**config.mk**
```make
export PLATFORM = sky130hd
export DESIGN_NAME = fixed_point_argmax_flat
export DESIGN_NICKNAME = d
export VERILOG_FILES = /design/src/rtl/fixed_point_pkg.sv /design/src/rtl/fixed_point_argmax_if.sv /design/src/rtl/fixed_point_argmax_comp.sv /design/src/rtl/fixed_point_argmax.sv /design/src/flat_wrapper.sv
export SDC_FILE = /design/constraint.sdc
export NUM_CORES = 1
export LEC_CHECK = 0
export ABC_AREA = 1
export CAP_MARGIN = 10
export CORE_MARGIN = 3
export CORE_UTILIZATION = 40
export DETAILED_ROUTE_END_ITERATION = 12
export PLACE_DENSITY = 0.68
export SLEW_MARGIN = 20
export SYNTH_ARGS = -nofsm -noshare
export SYNTH_HDL_FRONTEND = slang
export SYNTH_SLANG_ARGS = --single-unit
```
**constraint.sdc**
```tcl
create_clock -name CLK -period 1.83 [get_ports CLK]
set_input_delay 0.4575 -clock CLK [delete_from_list [all_inputs] [get_ports CLK]]
set_output_delay 0.4575 -clock CLK [all_outputs]
set_load 0.01 [all_outputs]
```
**src/rtl/fixed_point_pkg.sv**
```systemverilog
// Shared fixed-point constants and the arg-max FSM state type.
package fixed_point_pkg;

  localparam int unsigned FP_WIDTH     = 8;
  localparam int unsigned FP_FRAC_BITS = 3;

  typedef enum logic [1:0] {
    IDLE  = 2'd0,
    ACCUM = 2'd1,
    DONE  = 2'd2
  } argmax_state_t;

endpackage

```
**src/rtl/fixed_point_argmax_if.sv**
```systemverilog
// Handshake/result bundle for the streaming arg-max stage.
//   START_IN      : frame-open pulse (master -> slave)
//   VALUE_IN      : signed fixed-point sample
//   VALID_IN      : VALUE_IN is valid
//   READY_OUT     : slave accepts a sample this cycle
//   MAX_VALUE_OUT : maximum of the last completed frame
//   MAX_INDEX_OUT : 0-based position of that maximum
//   DONE_OUT      : one-cycle frame-complete pulse
//   BUSY_OUT      : frame in progress
interface fixed_point_argmax_if
  import fixed_point_pkg::*;
#(
  parameter int unsigned WIDTH     = FP_WIDTH,
  parameter int unsigned IDX_WIDTH = 4
);

  logic                 START_IN;
  logic [WIDTH-1:0]     VALUE_IN;
  logic                 VALID_IN;
  logic                 READY_OUT;
  logic [WIDTH-1:0]     MAX_VALUE_OUT;
  logic [IDX_WIDTH-1:0] MAX_INDEX_OUT;
  logic                 DONE_OUT;
  logic                 BUSY_OUT;

  modport master (
    output START_IN, VALUE_IN, VALID_IN,
    input  READY_OUT, MAX_VALUE_OUT, MAX_INDEX_OUT, DONE_OUT, BUSY_OUT
  );

  modport slave (
    input  START_IN, VALUE_IN, VALID_IN,
    output READY_OUT, MAX_VALUE_OUT, MAX_INDEX_OUT, DONE_OUT, BUSY_OUT
  );

endinterface

```
**src/rtl/fixed_point_argmax_comp.sv**
```systemverilog
// Combinational signed fixed-point comparator (A vs B).
//   a_i, b_i : signed two's-complement operands
//   gt_c     : a_i > b_i
//   eq_c     : a_i == b_i
//   lt_c     : a_i < b_i
module FIXED_POINT_COMP
  import fixed_point_pkg::*;
#(
  parameter int unsigned WIDTH     = FP_WIDTH,
  parameter int unsigned FRAC_BITS = FP_FRAC_BITS
) (
  input  logic signed [WIDTH-1:0] a_i,
  input  logic signed [WIDTH-1:0] b_i,
  output logic                    gt_c,
  output logic                    eq_c,
  output logic                    lt_c
);

  if (FRAC_BITS == 0) begin : g_int_only
    always_comb begin
      gt_c = (a_i > b_i);
      eq_c = (a_i == b_i);
      lt_c = (a_i < b_i);
    end
  end else begin : g_split
    localparam int unsigned INT_W = WIDTH - FRAC_BITS;

    // Signed integer part decides first; unsigned fraction breaks ties.
    logic signed [INT_W-1:0]     a_int, b_int;
    logic        [FRAC_BITS-1:0] a_frac, b_frac;

    assign a_int  = a_i[WIDTH-1:FRAC_BITS];
    assign b_int  = b_i[WIDTH-1:FRAC_BITS];
    assign a_frac = a_i[FRAC_BITS-1:0];
    assign b_frac = b_i[FRAC_BITS-1:0];

    always_comb begin
      gt_c = (a_int > b_int) || ((a_int == b_int) && (a_frac > b_frac));
      eq_c = (a_int == b_int) && (a_frac == b_frac);
      lt_c = !gt_c && !eq_c;
    end
  end

endmodule

```
**src/rtl/fixed_point_argmax.sv**
```systemverilog
// Streaming arg-max over a frame of NUM_INPUTS signed fixed-point samples.
//   CLK, RST : rising-edge clock, synchronous active-high reset
//   bus      : slave side of fixed_point_argmax_if (samples in, result out)
module fixed_point_argmax
  import fixed_point_pkg::*;
#(
  parameter int unsigned WIDTH      = FP_WIDTH,
  parameter int unsigned FRAC_BITS  = FP_FRAC_BITS,
  parameter int unsigned NUM_INPUTS = 10,
  parameter int unsigned IDX_WIDTH  = $clog2(NUM_INPUTS)
) (
  input  logic               CLK,
  input  logic               RST,
  fixed_point_argmax_if.slave bus
);

  localparam logic [IDX_WIDTH-1:0] LAST_IDX = IDX_WIDTH'(NUM_INPUTS - 1);

  argmax_state_t         state_q, state_d;
  logic [IDX_WIDTH-1:0]  count_q, count_d;
  logic [WIDTH-1:0]      held_val_q, held_val_d;
  logic [IDX_WIDTH-1:0]  held_idx_q, held_idx_d;
  logic [WIDTH-1:0]      max_val_q, max_val_d;
  logic [IDX_WIDTH-1:0]  max_idx_q, max_idx_d;
  logic                  done_q, done_d;
  logic                  ready_q, ready_d;
  logic                  busy_q, busy_d;

  logic                  accept_c;
  logic                  gt_c;
  logic                  cmp_eq_unused;
  logic                  cmp_lt_unused;

  // New sample against the running maximum.
  FIXED_POINT_COMP #(
    .WIDTH     (WIDTH),
    .FRAC_BITS (FRAC_BITS)
  ) u_comp (
    .a_i  (bus.VALUE_IN),
    .b_i  (held_val_q),
    .gt_c (gt_c),
    .eq_c (cmp_eq_unused),
    .lt_c (cmp_lt_unused)
  );

  assign accept_c = bus.VALID_IN && ready_q;

  // State and datapath registers.
  always_ff @(posedge CLK) begin
    if (RST) begin
      state_q    <= IDLE;
      count_q    <= '0;
      held_val_q <= '0;
      held_idx_q <= '0;
      max_val_q  <= '0;
      max_idx_q  <= '0;
      done_q     <= 1'b0;
      ready_q    <= 1'b0;
      busy_q     <= 1'b0;
    end else begin
      state_q    <= state_d;
      count_q    <= count_d;
      held_val_q <= held_val_d;
      held_idx_q <= held_idx_d;
      max_val_q  <= max_val_d;
      max_idx_q  <= max_idx_d;
      done_q     <= done_d;
      ready_q    <= ready_d;
      busy_q     <= busy_d;
    end
  end

  // Next-state and register updates.
  always_comb begin
    state_d    = state_q;
    count_d    = count_q;
    held_val_d = held_val_q;
    held_idx_d = held_idx_q;
    max_val_d  = max_val_q;
    max_idx_d  = max_idx_q;
    done_d     = 1'b0;

    unique case (state_q)
      IDLE, DONE: begin
        if (bus.START_IN) begin
          state_d = ACCUM;
          count_d = '0;
        end
      end
      ACCUM: begin
        if (accept_c) begin
          // First sample seeds the max; later ones must be strictly greater.
          if (count_q == '0 || gt_c) begin
            held_val_d = bus.VALUE_IN;
            held_idx_d = count_q;
          end
          if (count_q == LAST_IDX) begin
            state_d   = DONE;
            count_d   = '0;
            done_d    = 1'b1;
            max_val_d = held_val_d;
            max_idx_d = held_idx_d;
          end else begin
            count_d = count_q + IDX_WIDTH'(1);
          end
        end
      end
      default: state_d = IDLE;
    endcase

    ready_d = (state_d == ACCUM);
    busy_d  = (state_d == ACCUM);
  end

  assign bus.READY_OUT     = ready_q;
  assign bus.BUSY_OUT      = busy_q;
  assign bus.DONE_OUT      = done_q;
  assign bus.MAX_VALUE_OUT = max_val_q;
  assign bus.MAX_INDEX_OUT = max_idx_q;

endmodule

```
**src/flat_wrapper.sv**
```systemverilog
// flat-port wrapper written by rule: the top's interface ports become plain ports
module fixed_point_argmax_flat import fixed_point_pkg::*;
#(
  parameter int unsigned WIDTH      = FP_WIDTH,
  parameter int unsigned FRAC_BITS  = FP_FRAC_BITS,
  parameter int unsigned NUM_INPUTS = 10,
  parameter int unsigned IDX_WIDTH  = $clog2(NUM_INPUTS)
)
  (CLK, RST, bus_START_IN, bus_VALUE_IN, bus_VALID_IN, bus_READY_OUT, bus_MAX_VALUE_OUT, bus_MAX_INDEX_OUT, bus_DONE_OUT, bus_BUSY_OUT);
  fixed_point_argmax_if #(.WIDTH(WIDTH), .IDX_WIDTH(IDX_WIDTH)) bus_i ();
  input  logic CLK;
  input  logic RST;
  input wire logic [$bits(bus_i.START_IN)-1:0] bus_START_IN;
  input wire logic [$bits(bus_i.VALUE_IN)-1:0] bus_VALUE_IN;
  input wire logic [$bits(bus_i.VALID_IN)-1:0] bus_VALID_IN;
  output wire logic [$bits(bus_i.READY_OUT)-1:0] bus_READY_OUT;
  output wire logic [$bits(bus_i.MAX_VALUE_OUT)-1:0] bus_MAX_VALUE_OUT;
  output wire logic [$bits(bus_i.MAX_INDEX_OUT)-1:0] bus_MAX_INDEX_OUT;
  output wire logic [$bits(bus_i.DONE_OUT)-1:0] bus_DONE_OUT;
  output wire logic [$bits(bus_i.BUSY_OUT)-1:0] bus_BUSY_OUT;
  assign bus_i.START_IN = bus_START_IN;
  assign bus_i.VALUE_IN = bus_VALUE_IN;
  assign bus_i.VALID_IN = bus_VALID_IN;
  assign bus_READY_OUT = bus_i.READY_OUT;
  assign bus_MAX_VALUE_OUT = bus_i.MAX_VALUE_OUT;
  assign bus_MAX_INDEX_OUT = bus_i.MAX_INDEX_OUT;
  assign bus_DONE_OUT = bus_i.DONE_OUT;
  assign bus_BUSY_OUT = bus_i.BUSY_OUT;
  fixed_point_argmax #(.WIDTH(WIDTH), .FRAC_BITS(FRAC_BITS), .NUM_INPUTS(NUM_INPUTS), .IDX_WIDTH(IDX_WIDTH)) u_core (.CLK(CLK), .RST(RST), .bus(bus_i));
endmodule
```
**Routing congestion map**

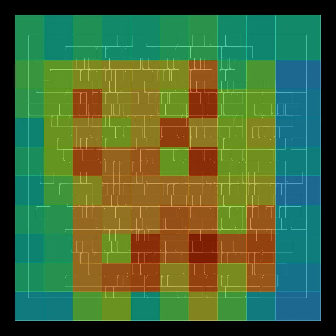
post-layout utilization of the core: 0.6467
met2 global-route usage: 0.2896
global route hottest layer: met2
met1 layer usage reported by global route: 0.2211

**Signal metal coverage by tile**

Bar = 20 µm. The die is cut into 15 by 15 equal tiles; dark blue is low, red is high, scaled to the fullest tile. Values are wire area over tile area, all layers added.
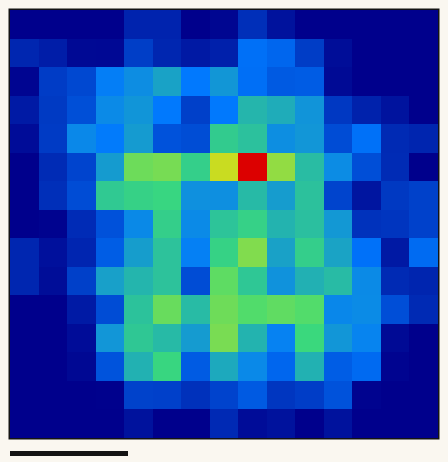
densest ninth of the die: center
mean over tiles: 0.15
tiles over half the peak: 5.8%

==> report_table.html <==
<p>Metrics extracted from the flow reports.</p>
<table>
<tr><th>Metric</th><th>Value</th></tr>
<tr><th colspan="2">Status</th></tr>
<tr><td>Run status</td><td>finished, violations left</td></tr>
<tr><td>Violations in the final reports</td><td>setup timing</td></tr>
<tr><th colspan="2">Yosys</th></tr>
<tr><td>Per-instance average area after synthesis</td><td>6.717 µm²</td></tr>
<tr><td>Summed instance area of the synthesized netlist</td><td>approximately 1800 µm²</td></tr>
<tr><td>Part of the Yosys area used for sequential elements</td><td>0.3585</td></tr>
<tr><td>Chip area in the Yosys report</td><td>around 1800 µm²</td></tr>
<tr><th colspan="2">Die</th></tr>
<tr><td>Starting density of the core</td><td>0.4312</td></tr>
<tr><td>DIE HEIGHT</td><td>72.84 µm</td></tr>
<tr><td>Std cell rows</td><td>23</td></tr>
<tr><td>Floorplan Core Area</td><td>between 4000 and 5000 µm²</td></tr>
<tr><td>Total die size</td><td>roughly 5300 µm²</td></tr>
<tr><th colspan="2">Final timing</th></tr>
<tr><td>Achievable clock frequency</td><td>535.6 MHz</td></tr>
<tr><td>Worst-case headroom to the max-slew limit</td><td>0.8028</td></tr>
<tr><td>Min setup slack post-route</td><td>-0.03706 ns</td></tr>
<tr><td>Setup Skew</td><td>roughly 0.0053 ns</td></tr>
<tr><td>Count of endpoints failing setup in the final report</td><td>6</td></tr>
<tr><td>Max-slew violation count</td><td>0</td></tr>
<tr><th colspan="2">Power</th></tr>
<tr><td>Internal power of the cells</td><td>1.317 mW</td></tr>
<tr><th colspan="2">CTS</th></tr>
<tr><td>Clock latency at the later pin of the worst-skew pair</td><td>between 0.2 and 0.3 ns</td></tr>
<tr><td>H-tree levels</td><td>2</td></tr>
<tr><td>CTS clk-pin slew, worst paths</td><td>approximately 0.070 ns</td></tr>
<tr><td>Number of buffers inserted during clock tree synthesis</td><td>5</td></tr>
<tr><th colspan="2">Job</th></tr>
<tr><td>OpenROAD warning count</td><td>29</td></tr>
<tr><td>Max-capacitance violation count</td><td>0</td></tr>
<tr><th colspan="2">Routing</th></tr>
<tr><td>Detail-routed via count per cell</td><td>around 5</td></tr>
<tr><td>Residual antenna-violating net count after detailed routing</td><td>0</td></tr>
<tr><td>Number of DRC markers in iteration 0</td><td>123</td></tr>
<tr><td>Wirelength per Cell</td><td>between 10 and 15 µm</td></tr>
<tr><td>Detailed-route wire length</td><td>around 5000 µm</td></tr>
<tr><th colspan="2">Critical path</th></tr>
<tr><td>Data arrival at the endpoint of the critical path</td><td>a little over 2 ns</td></tr>
<tr><td>Critical path launch point type</td><td>flip-flop</td></tr>
<tr><td>Crit path capture type</td><td>flip-flop</td></tr>
<tr><th colspan="2">Placed design</th></tr>
<tr><td>Routability-driven placement congestion ratio</td><td>a little under 0.8</td></tr>
<tr><td>Placed instance count</td><td>349</td></tr>
<tr><td>DP Area</td><td>~2200 µm²</td></tr>
<tr><th colspan="2">GRT</th></tr>
<tr><td>Overall overflow remaining after global route</td><td>0</td></tr>
<tr><td>Largest net degree at the start of global routing</td><td>31</td></tr>
<tr><td>Total global-route track usage</td><td>0.1762</td></tr>
<tr><th colspan="2">Layout</th></tr>
<tr><td>Net count, final</td><td>336</td></tr>
<tr><td>Number of antenna diodes</td><td>0</td></tr>
<tr><td>Area Overhead vs Synth</td><td>50.00%</td></tr>
<tr><td>Most used cells in the layout excluding fill and tap cells</td><td>inv_1 (43), nor2_1 (40), nand2_1 (32)</td></tr>
<tr><td>Layout Cells excl Fill</td><td>about 360</td></tr>
<tr><td>Design Area, Final</td><td>between 2000 and 3000 µm²</td></tr>
<tr><th colspan="2">Worst hold path</th></tr>
<tr><td>Worst min path class</td><td>flip-flop to flip-flop</td></tr>
</table>
**Cell density map**

Bar = 20 µm. The die is cut into 7 by 7 equal tiles; dark blue is low, red is high, 0 to 100% covered.
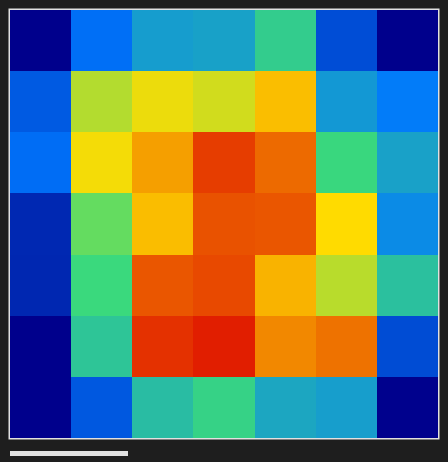
nearly empty tiles: 10%
mean over tiles: 49%
tiles over 75% full: 31%

**Cell sizes after repair**

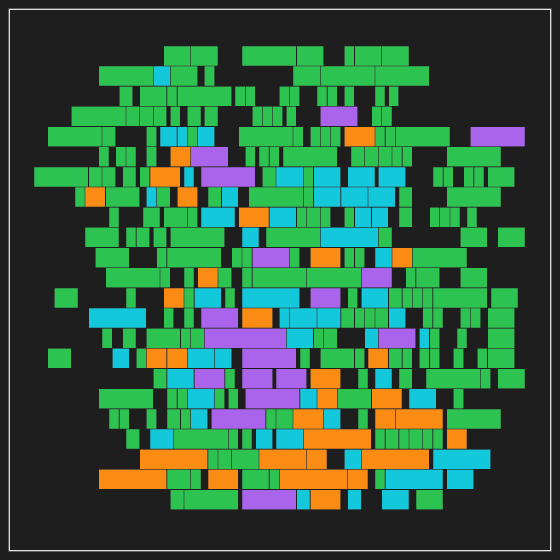
| size | color | cells |
|---|---|---|
| drive 2 | cyan | 52 |
| drive 6 and up | purple | 17 |
| drive 3 to 4 | orange | 31 |
| drive 1 or less | green | 214 |

## logic make-up (layout without fill, tap and decap cells)
kind of cell / count (synthesis) / in the layout / synth area share
xor+xnor: 1 / 1 / 0.004903
buf+inv: 59 / 106 / 0.1415
compound gates: 17 / 17 / 0.04762
fa+ha+maj: 11 / 11 / 0.07703
flops: 32 / 32 / 0.3585
simple gates: 146 / 147 / 0.3704
## per-layer routing
layer,global-route usage,vias to the layer above
met5,0,-
met4,0.05123,0
met3,0.05510,7
met2,0.2896,41
met1,0.2211,852
li1,-,918
## final timing paths
path                                      startpoint              endpoint  slack (ns)
worst max-delay path            u_core.held_val_q[7]  u_core.held_val_q[6]       -0.04
worst min-delay path               u_core.count_q[0]     u_core.count_q[0]        0.50
worst max register to register  u_core.held_val_q[7]  u_core.held_val_q[6]       -0.04
worst min register to register     u_core.count_q[0]     u_core.count_q[0]        0.50
## state kept, by name, indices dropped and copies added, names as in the netlist
| register | flops |
|---|---|
| u_core.bus.MAX_VALUE_OUT | 8 |
| u_core.held_val_q | 8 |
| u_core.bus.MAX_INDEX_OUT | 4 |
| u_core.count_q | 4 |
| u_core.held_idx_q | 4 |
| u_core.state_q | 2 |
| u_core.bus.DONE_OUT | 1 |
| u_core.bus.READY_OUT | 1 |
## through the flow
stage | total power, mW | TNS (ns) | worst slack [ns]
after floorplan | 0.9128 | 0 | 0.04041
after global placement | 1.011 | -12.57 | -0.5566
after global routing | 1.930 | -1.808 | -0.1149
final | 1.840 | -0.08663 | -0.03706
after detailed placement | 1.015 | -14.01 | -0.6096
after CTS | 1.727 | 0 | 0.01643
## final cells by class
class / instances / share of cell area
Timing Repair Buffer: 50 / 0.1891
Tap cell: 50 / 0.02334
Sequential cell: 32 / 0.2414
Clock inverter: 2 / 0.01307
Clock buffer: 6 / 0.02708
Multi-Input combinational cell: 176 / 0.4388
Inverter: 48 / 0.06723
## power by group through the flow
stage	sequential (mW)	clock, mW	combinational, mW
CTS	0.728	0.685	0.314
global placement	0.743	0	0.268
finish	0.732	0.676	0.432
detailed placement	0.744	0	0.272
global route	0.734	0.730	0.467
floorplan	0.744	0	0.169
## repair_timing
item,CTS,global route
setup endpoints to repair,24,24
pin swaps,13,19
resized,23,57
gates cloned,3,0
setup buffers,1,3
## critical path, cell delays in order (launching register included)
cell and delay (ns):
dfxtp_2 0.35, inv_2 0.05, ha_4 0.29, nand2_4 0.06, nor2_4 0.14, nand2_4 0.08
nor2_4 0.14, nor2_4 0.05, buf_12 0.15, buf_6 0.14, nand3_2 0.10, nand3_2 0.07
nand2_1 0.09, inv_1 0.05
## synthesized netlist by cell type
master    number
nor3b_1        1
buf_6          1
clkbuf_4       1
nand3_2        1
nor2_1        42
xor2_1         1
nand2_1       41
inv_2          3
buf_4          5
nor3_1         1
nor2_2         4
ha_1          11
dfxtp_1       32
nand4_1        2
clkbuf_1       3
a21oi_1       15
o21ai_0        2
nand3_1       42
nand2_2       11
inv_1         45
nor2_4         1
buf_2          1
Power and IR drop assume default switching activity.
